$ cat src/rtl/trap_unit.sv
// Commit-stage trap unit: detects exceptions/timer interrupts, drains the pipe,
// then strobes a one-cycle trap commit with mcause/mtval/mepc. Also owns mtime/mtimecmp.
package trap_pkg;
    typedef enum logic [3:0] {
        MEM_NONE = 4'h0,
        MEM_LB   = 4'h8,
        MEM_LH   = 4'h9,
        MEM_LW   = 4'hA,
        MEM_LBU  = 4'hB,
        MEM_LHU  = 4'hC,
        MEM_SB   = 4'hD,
        MEM_SH   = 4'hE,
        MEM_SW   = 4'hF
    } mem_inst_type_t;

    localparam logic [31:0] M_INSTR_MISALIGN = 32'd0;
    localparam logic [31:0] M_INSTR_AFAULT   = 32'd1;
    localparam logic [31:0] M_LOAD_MISALIGN  = 32'd4;
    localparam logic [31:0] M_LOAD_AFAULT    = 32'd5;
    localparam logic [31:0] M_STORE_MISALIGN = 32'd6;
    localparam logic [31:0] M_STORE_AFAULT   = 32'd7;
endpackage

module trap_unit
    import trap_pkg::*;
#(
    parameter int XLEN          = 32,
    parameter int N_MEM_REGIONS = 2,
    parameter logic [XLEN-1:0] PC_BASE  = 32'h0000_0000,
    parameter logic [XLEN-1:0] PC_LIMIT = 32'h0000_FFFF,
    parameter logic [N_MEM_REGIONS-1:0][XLEN-1:0] MEM_BASE  = {32'h1000_0000, 32'h2000_0000},
    parameter logic [N_MEM_REGIONS-1:0][XLEN-1:0] MEM_LIMIT = {32'h1000_FFFF, 32'h2000_00FF},
    parameter int FLUSH_CYCLES  = 1
) (
    input  logic            clk_i,
    input  logic            rst_i,
    input  logic            valid_i,
    input  logic [XLEN-1:0] pc_i,
    input  logic [XLEN-1:0] data_addr_i,
    input  mem_inst_type_t  mem_inst_type_i,
    input  logic            priv_i,
    input  logic [XLEN-1:0] priv_cause_i,
    input  logic            mstatus_mie_i,
    input  logic            mie_mtie_i,
    input  logic            mtimecmp_we_i,
    input  logic            mtimecmp_hi_i,
    input  logic [XLEN-1:0] mtimecmp_wdata_i,
    output logic            stall_o,
    output logic            flush_o,
    output logic            trap_o,
    output logic [XLEN-1:0] exc_cause_o,
    output logic [XLEN-1:0] trap_info_o,
    output logic [XLEN-1:0] epc_o,
    output logic [63:0]     mtime_o,
    output logic            mtip_o
);

    typedef enum logic [1:0] {S_IDLE, S_DRAIN, S_COMMIT} state_t;

    state_t          r_state, w_state_nxt;
    logic [3:0]      r_cnt;
    logic [XLEN-1:0] r_cause, r_info, r_epc;
    logic [63:0]     r_mtime, r_mtimecmp;
    logic            r_mtip;

    logic            w_mem_op, w_is_store, w_half, w_word;
    logic            w_pc_ok, w_mem_hit, w_mem_misalign, w_irq;
    logic            w_hit, w_detect;
    logic [XLEN-1:0] w_cause, w_info;

    // Window checks as offset-from-base so a zero base needs no always-true compare.
    assign w_pc_ok = (pc_i - PC_BASE) <= (PC_LIMIT - PC_BASE);

    always_comb begin
        w_mem_hit = 1'b0;
        for (int r = 0; r < N_MEM_REGIONS; r++) begin
            if ((data_addr_i - MEM_BASE[r]) <= (MEM_LIMIT[r] - MEM_BASE[r]))
                w_mem_hit = 1'b1;
        end
    end

    assign w_mem_op       = mem_inst_type_i[3];
    assign w_is_store     = (mem_inst_type_i == MEM_SB) || (mem_inst_type_i == MEM_SH) ||
                            (mem_inst_type_i == MEM_SW);
    assign w_half         = (mem_inst_type_i == MEM_LH) || (mem_inst_type_i == MEM_LHU) ||
                            (mem_inst_type_i == MEM_SH);
    assign w_word         = (mem_inst_type_i == MEM_LW) || (mem_inst_type_i == MEM_SW);
    assign w_mem_misalign = (w_half && data_addr_i[0]) || (w_word && (data_addr_i[1:0] != 2'b00));
    assign w_irq          = r_mtip && mstatus_mie_i && mie_mtie_i;

    always_comb begin
        w_hit   = 1'b1;
        w_cause = '0;
        w_info  = '0;
        if (w_irq) begin
            w_cause = {1'b1, (XLEN-1)'(7)};
        end else if (pc_i[1:0] != 2'b00) begin
            w_cause = XLEN'(M_INSTR_MISALIGN);
            w_info  = pc_i;
        end else if (!w_pc_ok) begin
            w_cause = XLEN'(M_INSTR_AFAULT);
            w_info  = pc_i;
        end else if (w_mem_op && !w_mem_hit) begin
            w_cause = w_is_store ? XLEN'(M_STORE_AFAULT) : XLEN'(M_LOAD_AFAULT);
            w_info  = data_addr_i;
        end else if (priv_i) begin
            w_cause = priv_cause_i;
            w_info  = pc_i;
        end else if (w_mem_op && w_mem_misalign) begin
            w_cause = w_is_store ? XLEN'(M_STORE_MISALIGN) : XLEN'(M_LOAD_MISALIGN);
            w_info  = data_addr_i;
        end else begin
            w_hit   = 1'b0;
        end
    end

    assign w_detect = valid_i && (r_state == S_IDLE) && w_hit;

    always_ff @(posedge clk_i) begin
        if (rst_i) begin
            r_state <= S_IDLE;
            r_cnt   <= '0;
        end else begin
            r_state <= w_state_nxt;
            r_cnt   <= (r_state == S_DRAIN) ? r_cnt + 4'd1 : 4'd0;
        end
    end

    always_comb begin
        w_state_nxt = r_state;
        case (r_state)
            S_IDLE:   if (w_detect) w_state_nxt = S_DRAIN;
            S_DRAIN:  if (r_cnt == 4'(FLUSH_CYCLES - 1)) w_state_nxt = S_COMMIT;
            S_COMMIT: w_state_nxt = S_IDLE;
            default:  w_state_nxt = S_IDLE;
        endcase
    end

    always_comb begin
        stall_o = (r_state == S_DRAIN) || (r_state == S_COMMIT);
        flush_o = (r_state == S_DRAIN) && (r_cnt == 4'd0);
        trap_o  = (r_state == S_COMMIT);
    end

    // Trap record stays put until the next detection overwrites it.
    always_ff @(posedge clk_i) begin
        if (rst_i) begin
            r_cause <= '0;
            r_info  <= '0;
            r_epc   <= '0;
        end else if (w_detect) begin
            r_cause <= w_cause;
            r_info  <= w_info;
            r_epc   <= pc_i;
        end
    end

    always_ff @(posedge clk_i) begin
        if (rst_i) begin
            r_mtime    <= '0;
            r_mtimecmp <= '1;
            r_mtip     <= 1'b0;
        end else begin
            r_mtime <= r_mtime + 64'd1;
            r_mtip  <= (r_mtime >= r_mtimecmp);
            if (mtimecmp_we_i) begin
                if (mtimecmp_hi_i) r_mtimecmp[63:32] <= mtimecmp_wdata_i[31:0];
                else               r_mtimecmp[31:0]  <= mtimecmp_wdata_i[31:0];
            end
        end
    end

    assign exc_cause_o = r_cause;
    assign trap_info_o = r_info;
    assign epc_o       = r_epc;
    assign mtime_o     = r_mtime;
    assign mtip_o      = r_mtip;

endmodule

$ cat config.mk
export PLATFORM = sky130hd
export DESIGN_NAME = trap_unit
export DESIGN_NICKNAME = d
export VERILOG_FILES = /design/src/rtl/trap_unit.sv
export SDC_FILE = /design/constraint.sdc
export NUM_CORES = 1
export LEC_CHECK = 0
export CORE_MARGIN = 4
export CORE_UTILIZATION = 53
export CTS_CLUSTER_DIAMETER = 50
export CTS_CLUSTER_SIZE = 10
export DETAILED_ROUTE_END_ITERATION = 8
export PLACE_DENSITY = 0.94
export SETUP_SLACK_MARGIN = 0.02
export SYNTH_ARGS = -nofsm -noshare
export SYNTH_HDL_FRONTEND = slang
export SYNTH_SLANG_ARGS = --single-unit
$ cat constraint.sdc
create_clock -name clk_i -period 4 [get_ports clk_i]
set_clock_uncertainty 0.1 [all_clocks]
set_input_delay 1 -clock clk_i [delete_from_list [all_inputs] [get_ports clk_i]]
set_output_delay 1 -clock clk_i [all_outputs]
set_load 0.01 [all_outputs]
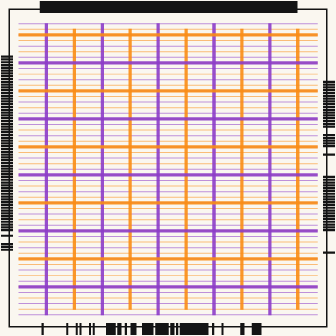
Fig. 1. Floorplan with the power grid (run 1).
Pins as bars on the die edge.
Key: purple = VSS; orange = VDD
10 straps on met4. 53 met1 rails follow the rows. 304 signal pins sit on the boundary. 10 straps on met5.

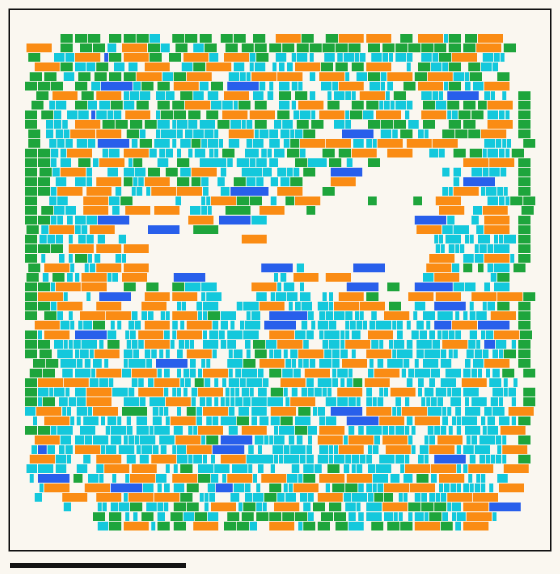
Fig. 2. Cells coloured by class (run 1).
The bar under the picture is 50 microns long.
Key: green = other buffers and delay cells [cells 323]; orange = flops [cells 231]; cyan = all other logic [cells 1011]; blue = clock drivers and dummy loads [cells 38]

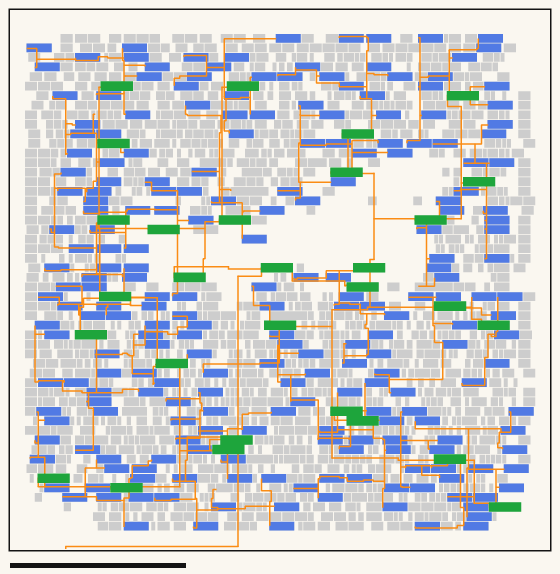
Fig. 3. Clock wires, drivers and flops (run 1).
The bar under the picture is 50 microns long.
Key: blue = flip-flops [count 231]; green = cells driving clock nets [count 29]; orange = clock wires [length 2880 microns]
Position of the flops: spread over the die. There are 30 routed clock nets.

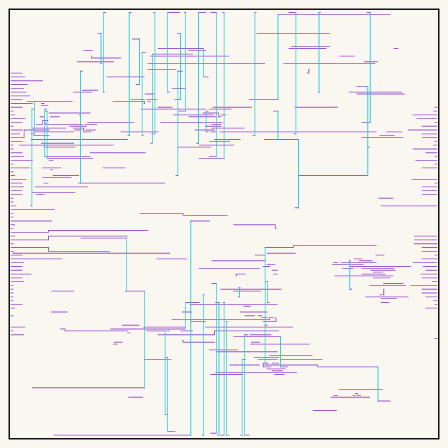
Fig. 4. Metal layers overlaid (run 1).
Two of the layers only.
Key: cyan = met4 [wire length 1460 microns]; purple = met3 [wire length 2910 microns]

==> flow_summary.json, run 1 <==
{
  "irDropWorstVdd_uv": 383,
  "ys_warn_count": 0,
  "timing_worst_setup_path_type": "in2reg",
  "use_met2": 0.499,
  "viasPerCell": 6.04,
  "power_density_nw_per_um2": 373,
  "r2r-end": "mtime_o[38]$_SDFF_PP0_",
  "area_growth_pct": 36.1,
  "rr_worst_depth": 8,
  "grtUsageMet1": 0.369,
  "finalSetupViolCount": 0,
  "placed_cell_area_sq_um": 14400,
  "worstSetupEndpoint": "trap_info_o[7]$_SDFFE_PP0P_",
  "pg_seq_mw": 2.48,
  "hpwl_microns": 26700,
  "power-top-group": "registers",
  "synth_area_leader_cell": "dfxtp_1",
  "edf_count": 0,
  "hp-start": "epc_o[17]$_SDFFE_PP0P_",
  "cts_root_buf": "clkbuf_16",
  "final_layout_size_suffix_gt1_frac": 0.0755,
  "syn-num-nets": 1541,
  "power_mw": 5.70,
  "clk_latency_ns": 0.53,
  "finalInstanceArea_sq_um": 15300,
  "fin_nets": 1808,
  "slew_violations": 0,
  "ys.flop_type": "dfxtp_1",
  "status": "finished clean",
  "final.period_utilization": 0.847,
  "p_seq_frac": 0.435,
  "vias": 11300,
  "whs_ns": 0.362,
  "dr.first_iter.drc_count": 1073,
  "lay_top_cells": "clkdlybuf4s50_1 (302), dfxtp_1 (231), nand2_1 (179), nand3_1 (98), a21oi_1 (97)",
  "hold_buffers": 0,
  "use_met3": 0.0579,
  "start_kind": "input pin",
  "syn_area_per_cell_sq_um": 8.45,
  "die-area_sq_um": 23600,
  "crit_start": "data_addr_i[30]",
  "pg_clk_mw": 2.45,
  "clock_path_buffers": 3,
  "top_logic_kind": "simple AND/OR/NAND/NOR gates",
  "antenna_found_initial": 0,
  "power_frac_clock": 0.430,
  "rsz0062_at_grt": "no",
  "ys_sh_aoi": 0.188,
  "combPwrFrac": 0.135,
  "first_pass_iters": 6,
  "internal-power_mw": 4.30,
  "synth_cells": 1329,
  "grt_pass1_wl_microns": 57600,
  "hp-class": "reg2reg",
  "r2r_slack_ns": 1.23,
  "async_reset_ff_frac": 0,
  "power.leakage_nw": 6.37,
  "grt-ovfl-total": 0,
  "clock-sinks": 231,
  "fin_ws_ns": 0.613,
  "cts_tree": "built",
  "row_count": 52,
  "arrival_ns": 3.74,
  "initCoreUtil": 0.546,
  "die_y_microns": 154,
  "cts_resized": 0,
  "route.met3.wl_microns": 2910,
  "cap_violations": 0,
  "yosysUniqueCellTypes": 64,
  "grt-busiest-layer": "met2",
  "synth.top_cell.area_share": 0.412,
  "fp.dieW_microns": 154,
  "route.top_layer_used": "met4",
  "xor_share": 0.0413,
  "ys_cells": 1329,
  "min_period_ns": 3.39
}
-- run 1: worst max-delay path, stage by stage --
cell and delay (ns):
clkdlybuf4s50_1 0.52, inv_1 0.08, ha_1 0.26, nor4bb_1 0.25, nand3_1 0.22, a2111oi_0 0.54, a211o_1 0.49, a22oi_1 0.20
o2bb2ai_1 0.17
-- run 1: layout make-up --
| class | count | area, sq um |
|---|---|---|
| multi-input combinational | 925 | 5910 |
| tap | 270 | 338 |
| timing repair buffer | 323 | 3220 |
| clock buffer | 33 | 761 |
| sequential | 231 | 4620 |
| clock inverter | 5 | 106 |
| inverter | 86 | 325 |
| fill | 1458 | 5280 |
-- run 1: state kept, by name, summed over array words and instances (netlist names) --
register,flops
mtime_o,64
exc_cause_o,32
trap_info_o,32
mtip_o,1
r_state,2
epc_o,32
r_cnt,4
r_mtimecmp,64
--- run 2 (diff from run 1) ---
--- a/config.mk
+++ b/config.mk
@@ -6,11 +6,11 @@
 export NUM_CORES = 1
 export LEC_CHECK = 0
 export CORE_MARGIN = 4
-export CORE_UTILIZATION = 53
+export CORE_UTILIZATION = 49
 export CTS_CLUSTER_DIAMETER = 50
 export CTS_CLUSTER_SIZE = 10
 export DETAILED_ROUTE_END_ITERATION = 8
-export PLACE_DENSITY = 0.94
+export PLACE_DENSITY = 0.88
 export SETUP_SLACK_MARGIN = 0.02
 export SYNTH_ARGS = -nofsm -noshare
 export SYNTH_HDL_FRONTEND = slang
==> constraint.sdc (replaced) <==
create_clock -name clk_i -period 3.42 [get_ports clk_i]
set_clock_uncertainty 0.1 [all_clocks]
set_input_delay 0.855 -clock clk_i [delete_from_list [all_inputs] [get_ports clk_i]]
set_output_delay 0.855 -clock clk_i [all_outputs]
set_load 0.01 [all_outputs]
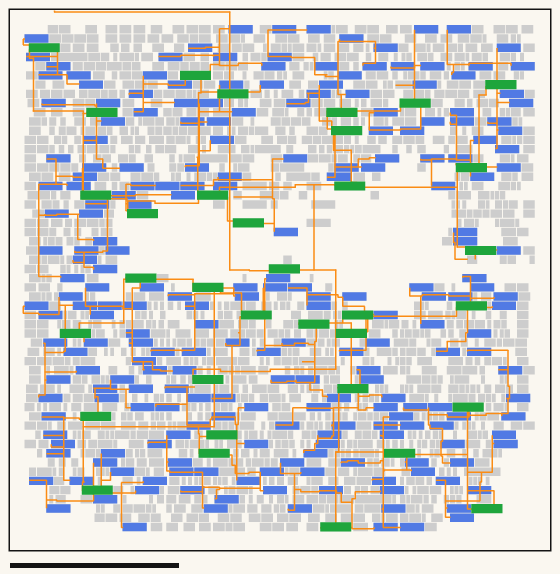
Fig. 5. Clock wires, drivers and flops (run 2).
The bar under the picture is 50 microns long.
Key: blue = flip-flops [count 231]; green = cells driving clock nets [count 34]; orange = clock wires [length 3130 microns]
There are 35 routed clock nets.

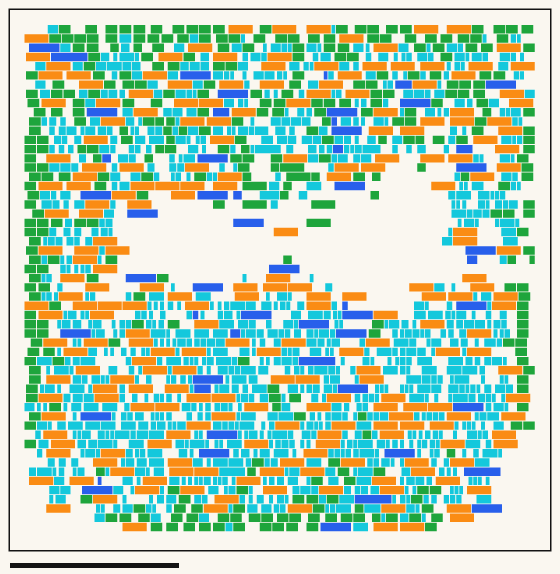
Fig. 6. Cells coloured by class (run 2).
The bar under the picture is 50 microns long.
Key: blue = clock drivers and dummy loads [cells 53]; orange = flops [cells 231]; green = other buffers and delay cells [cells 345]; cyan = all other logic [cells 1011]

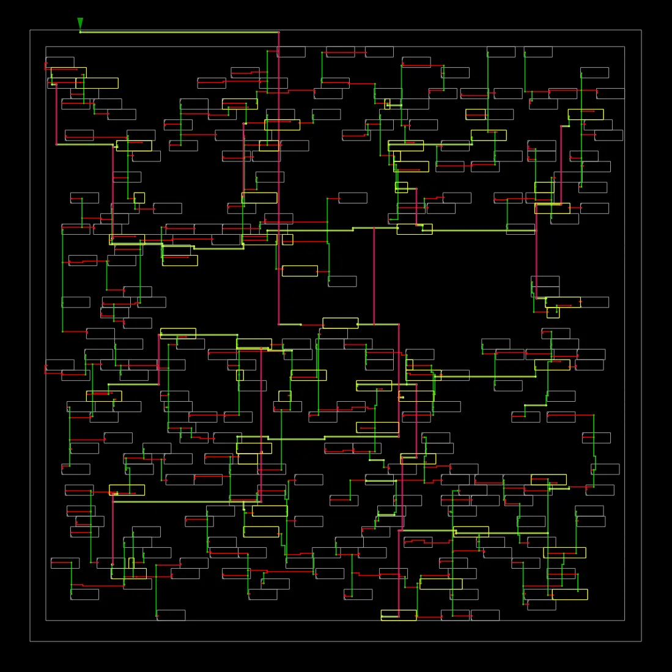
Fig. 7. Clock nets (run 2).
Sink Count: 231
Clk. pwr: 3.49 mW
flop count: 231
clk_lat worst skew: 0.50 ns
total CTS buffers: 34

==> run 2 against run 1 <==
Final area rose by 3.1%; first-iteration DRC count rose by 8.5%; cell count rose by 2.8%; count of clock-buffer cells in the layout rose by 8; die area rose by 7.7%; sequential cell count did not move; sequential power rose by 17%; via count rose by 0.64%; largest power group is now the clock network.
==> flow_summary.json, run 2 <==
{
  "status": "finished clean",
  "use_met3": 0.0593,
  "htree_num_levels": 2,
  "power_mw": 7.30,
  "holdPathEnd": "epc_o[16]$_SDFFE_PP0P_",
  "ys_warn_count": 0,
  "wl_per_cell_microns": 19.1,
  "yosysChipArea_sq_um": 11200,
  "common_cells": "dfxtp_1 (231), nand2_1 (179), a21oi_1 (98), nand3_1 (98), inv_1 (85)",
  "hp-start": "epc_o[16]$_SDFFE_PP0P_",
  "power_frac_clock": 0.478,
  "cap_violations": 0,
  "p_seq_frac": 0.397,
  "final_common_cell": "clkdlybuf4s50_1",
  "place_congestion": 0.921,
  "vias": 11400,
  "area_growth_pct": 40.3,
  "fmax_mhz": 314,
  "hp-class": "reg2reg",
  "hold_viol_final": 0,
  "rr_worst_depth": 6,
  "syn-num-nets": 1541,
  "path_buffers": 3,
  "power.leakage_nw": 6.61,
  "hpwl_microns": 26500,
  "grt-busiest-layer": "met2",
  "synth-seq-cells": 231,
  "post-route-util": 0.698,
  "path_cells": "clkdlybuf4s50_1, inv_1, ha_1, nor4bb_1, nand3_1, buf_4, a2111oi_0, a211o_2, a22oi_1, o2bb2ai_1",
  "use_met2": 0.464,
  "cts_root_buf": "clkbuf_16",
  "drt_wl_total_microns": 36700,
  "grt.total_usage": 0.277,
  "fin_ws_ns": 0.238,
  "crit_start": "data_addr_i[29]",
  "pg_comb_uw": 916,
  "worstSetupEndpoint": "trap_info_o[12]$_SDFFE_PP0P_",
  "preCtsSetupSlack_ns": -0.335,
  "route.met3.wl_microns": 2980,
  "cts_setup_buffers": 0,
  "rsz0062_at_grt": "no",
  "worstHoldPathCells": 2,
  "internal-power_mw": 5.52,
  "stdcell_count": 1925,
  "core_sq_um": 22600,
  "slowest_delay_ns": 0.48,
  "fp.dieW_microns": 159,
  "yosysUniqueCellTypes": 64,
  "irDropWorstVdd_uv": 420,
  "synth.top_cell.area_share": 0.412,
  "path_depth": 10,
  "slew_violations": 0,
  "cp.required_ns": 3.73,
  "edf_count": 0,
  "io_buffer_count": 303,
  "tns_ns": 0,
  "finalInstanceArea_sq_um": 15800,
  "dr_wl_met2_microns": 17400,
  "die-area_sq_um": 25400,
  "arrival_ns": 3.50,
  "whs_ns": 0.357,
  "pg_seq_mw": 2.90,
  "yosysSeqAreaShare": 0.412,
  "grtUsageMet1": 0.351,
  "initCoreUtil": 0.498,
  "placed_cell_area_sq_um": 14600,
  "path_clk_slew_ns": 0.05,
  "viasPerCell": 5.92,
  "min_period_ns": 3.18,
  "cts_resized": 0,
  "slowest_stage": "clkdlybuf4s50_1",
  "grt-ovfl-total": 0,
  "die_y_microns": 159,
  "lay_top_cells": "clkdlybuf4s50_1 (302), dfxtp_1 (231), nand2_1 (179), nand3_1 (98), a21oi_1 (97)",
  "m1WireLength_microns": 15000,
  "synth_cells": 1329,
  "slew_headroom": 0.480,
  "start_kind": "input pin",
  "final_layout_size_suffix_gt1_frac": 0.0970,
  "combPwrFrac": 0.125,
  "timing_worst_setup_path_type": "in2reg",
  "syn_area_per_cell_sq_um": 8.45,
  "grt_pass1_wl_microns": 58900,
  "r2r-end": "mtime_o[53]$_SDFF_PP0_",
  "diodes": 0,
  "clock_path_buffers": 3,
  "warnings": 30,
  "area_leaders": "dfxtp_1 (41%), ha_1 (8.0%), nand2_1 (6.0%)",
  "p_switching_mw": 1.78,
  "grt_max_degree": 69,
  "ys.flop_type": "dfxtp_1",
  "antenna_found_initial": 0,
  "dr.first_iter.drc_count": 1164,
  "synthMostInstantiatedCell": "dfxtp_1",
  "r2r-start": "mtime_o[27]$_SDFF_PP0_",
  "r2r_slack_ns": 0.71,
  "io_pins": 304,
  "swShare": 0.244,
  "cts_tree": "built",
  "route.top_layer_used": "met4",
  "crit_family": "AND-OR/OR-AND gates",
  "power-top-group": "the clock network",
  "first_pass_iters": 6,
  "fin_nets": 1835,
  "row_count": 55,
  "drc": 0,
  "async_reset_ff_frac": 0,
  "syn-cell-area_sq_um": 11200,
  "ys_cells": 1329,
  "synth_area_leader_cell": "dfxtp_1",
  "final.period_utilization": 0.930,
  "finalSetupViolCount": 0,
  "hold_buffers": 0,
  "critPathCaptureType": "flip-flop",
  "power_density_nw_per_um2": 464
}
[run 2: cell counts after synthesis]
No cell type changed its count.
[run 2: cells by family after synthesis]
logic type / Yosys count / share of synthesized area
flip-flops: 231 / 0.412
adder cells (fa/ha/maj): 72 / 0.0802
XOR/XNOR: 53 / 0.0413
AND-OR/OR-AND: 310 / 0.188
buffers and inverters: 173 / 0.0638
AND/OR/NAND/NOR: 490 / 0.215
[run 2: layout make-up]
| class | instances | area (sq um) |
|---|---|---|
| repair buffers | 345 | 3420 |
| clock inverters | 12 | 176 |
| clock buffers | 41 | 938 |
| flip-flops and latches | 231 | 4620 |
| well taps | 285 | 357 |
| inverters | 86 | 325 |
| multi-input cells | 925 | 5910 |
| fillers | 1699 | 6820 |
Power and IR drop assume default switching activity.
